==> config.mk <==
export PLATFORM = sky130hd
export DESIGN_NAME = pkt_buf_writer_flat
export DESIGN_NICKNAME = d
export VERILOG_FILES = /design/src/rtl/pkt_buf_writer_pkg.sv /design/src/rtl/pkt_buf_writer_if.sv /design/src/rtl/pkt_buf_writer_stats_cnt.sv /design/src/rtl/pkt_buf_writer.sv /design/src/flat_wrapper.sv
export SDC_FILE = /design/constraint.sdc
export NUM_CORES = 2
export LEC_CHECK = 0
export ABC_AREA = 1
export CORE_AREA = 2 2 459 461
export DETAILED_ROUTE_END_ITERATION = 10
export DIE_AREA = 0 0 461 463
export PLACE_DENSITY = 0.42
export SETUP_SLACK_MARGIN = 0.15
export SLEW_MARGIN = 20
export SYNTH_ARGS = -nofsm -noshare
export SYNTH_HDL_FRONTEND = slang
export SYNTH_SLANG_ARGS = --single-unit
==> constraint.sdc <==
create_clock -name clk -period 2.2 [get_ports clk]
set_input_delay 0.44 -clock clk [delete_from_list [all_inputs] [get_ports clk]]
set_output_delay 0.44 -clock clk [all_outputs]
set_load 0.01 [all_outputs]
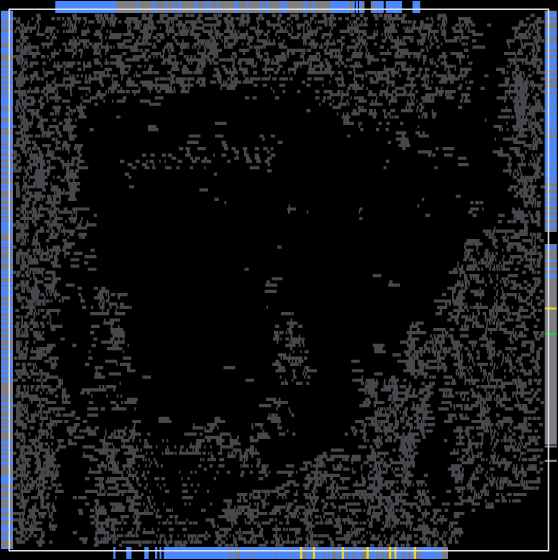
Fig. 1. Ports around the boundary.
Pins as bars across the die edge, other pins in grey.
[green] bus_emptylist_out_valid | pins: 1 | direction: input | edge: right
[blue] bus_pkt_buffer_writedata | pins: 512 | direction: output | edge: 161 bottom, 142 left, 124 top, 85 right
[yellow] bus_emptylist_out_data | pins: 8 | direction: input | edge: 7 bottom, 1 right
floorplan die height: 463 um
die width: 461 um
Port-buffer cells: 1,188

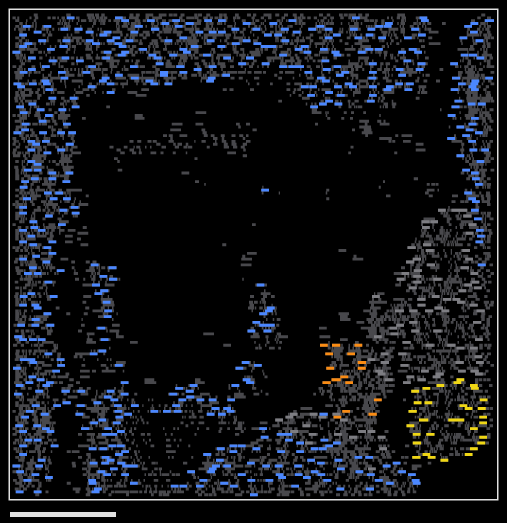
Fig. 2. Sequential cells coloured by netlist name.
Scale bar: 100 um. Other sequential cells in the stronger grey, the rest of the logic in the fainter grey.
[blue] u_core.r_wdata | flops: 512 | where: spread over the die
[yellow] u_core.u_cnt_in_pkt.o_count | flops: 32 | where: lower right
[orange] u_core.r_count | flops: 16
Power Sequential: 12.4 mW
Finished Core Util: 25.7%
register fraction of the total cell area: 24.6%

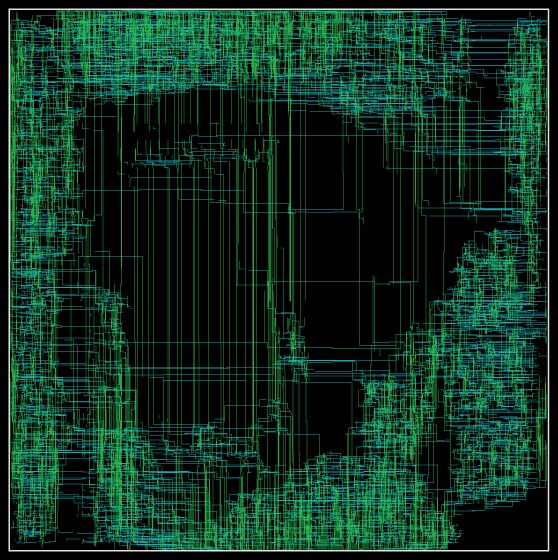
Fig. 3. Metal layers overlaid.
Only two layers are drawn.
[cyan] met1 | wire length: 75.0 mm
[green] met2 | wire length: 91.7 mm
GRT Resource Usage Total: 16.2%
routed length per placed instance: 20.9 um
total wirelength of the detailed-routed design: 188,000 um

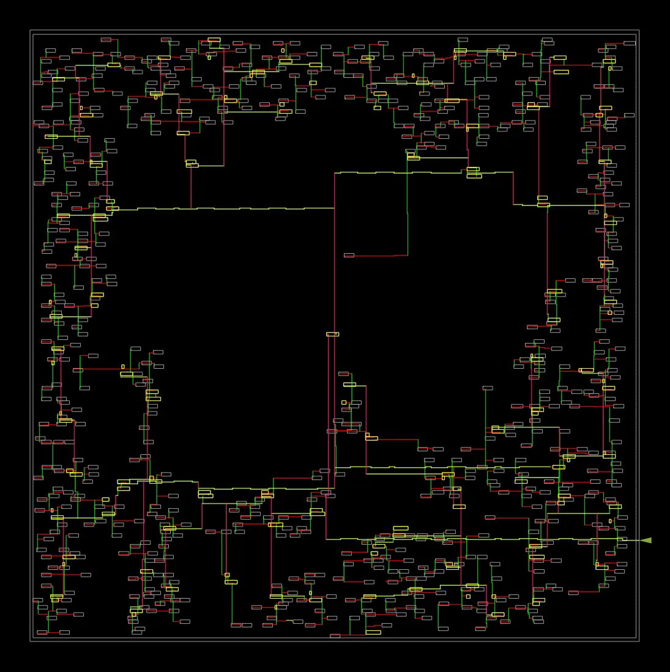
Fig. 4. Clock nets.
flip-flops: 656
Skew-Pair Late Insertion Delay: 730 ps
number of clock sinks seen by CTS: 656
tally of clock buffers in the finished layout: 124
Worst Clk Skew: 33.4 ps

==> results.ini <==
[timing]
maxClockFrequency_ghz=0.374
rsz_0062_raised_after_global_routing=true
postLayoutSetupSlackWorst_ps=-475
final_hold_viol_count=0
timing.slew.headroom_pct=52.0
report.final.setup_viol=520
final-max-slew-violation-count=0
final.min_clock_period_ps=2670
min_period_over_period_pct=122

[final_layout]
post_route_cells_drive_above_1_share_pct=20.0
fillcell_total=23400
final_layout_top_logic_cells=sky130_fd_sc_hd__nor2_1, sky130_fd_sc_hd__inv_1, sky130_fd_sc_hd__dfxtp_1
sh_comb_area_pct=27.0
non_clock_buffer_count=1616
area_delta_synth_final_pct=80.6
seqCellArea_um2=13200
nMultiInputCombCells=3088

[yosys]
yosys.cell_types.count=35
post_synth_and_or_nand_nor_area_fraction_pct=30.7
post_synth_main_logic_family=simple AND/OR/NAND/NOR gates
top_cells_by_count=sky130_fd_sc_hd__nor2_1, sky130_fd_sc_hd__inv_1, sky130_fd_sc_hd__dfxtp_1
post_synth_inst_count=4682
postSynthAreaPerCell_um2=6.34
syn-cell-area_um2=29700

[setup_path]
cp_max_fo=5
critPathRequiredTime_ps=1760
critPathArrivalTime_ps=2230
crit_chain=inv_2 > ha_4 > nand2_4 > nor2_4 > nand2_2 > nor2_4 > nand2_4 > buf_6 > a21oi_4 > nor3_2 > buf_4 > buf_6

[cts]
tritoncts=yes
ctsHtreeMaxLevel=3

[die]
initial_core_util_pct=14.2
tap-cell-count=2805
ioPinCount=1189
fp.dieArea_um2=213000

[min_path]
timing.hold.worst_path_depth=4
timing.hold.worst.class=input pin to flop

[route]
dr.pass1.iters=5
drt_iter0_drcs=2002
drt.antenna.violating_nets=0
vias=34900
top_signal_layer_used=met5

[flow_run]
max_cap_viols=0
warnings=30

[run_status]
status=complete, but fails checks
failed_checks=setup timing

[global_routing]
met1_usage_pct=18.6

[place]
post-place-ws_ps=-481

[power_and_ir_drop]
power.leakage_nw=22.9

## where the power goes
part	leakage, nW	internal [mW]	switching, mW	total, mW
clock	1.50	9.15	6.44	15.6
sequential	5.34	12.2	0.200	12.4
combinational	16.0	1.95	1.85	3.80
total	22.9	23.3	8.50	31.8
## per-stage QoR
| stage | instance area (um^2) | hold WS, ps | cells |
|---|---|---|---|
| final | 53600 | 250 | 9014 |
| after global routing | 53600 | 202 | 9005 |
| after CTS | 50800 | 170 | 8926 |
| after detailed placement | 46500 | 457 | 8706 |
| after floorplan | 29700 | 441 | 4682 |
| after global placement | 46500 | 452 | 8706 |
## repair_timing
item | CTS | global route
pin swaps | 40 | 180
hold endpoints to repair | 0 | 0
setup endpoints to repair | 1081 | 720
gates cloned | 21 | 53
gates resized | 1281 | 540
buffers inserted | 36 | 23
hold buffers | 0 | 0
No activity file was given, so power comes from the tool's default toggle rates.
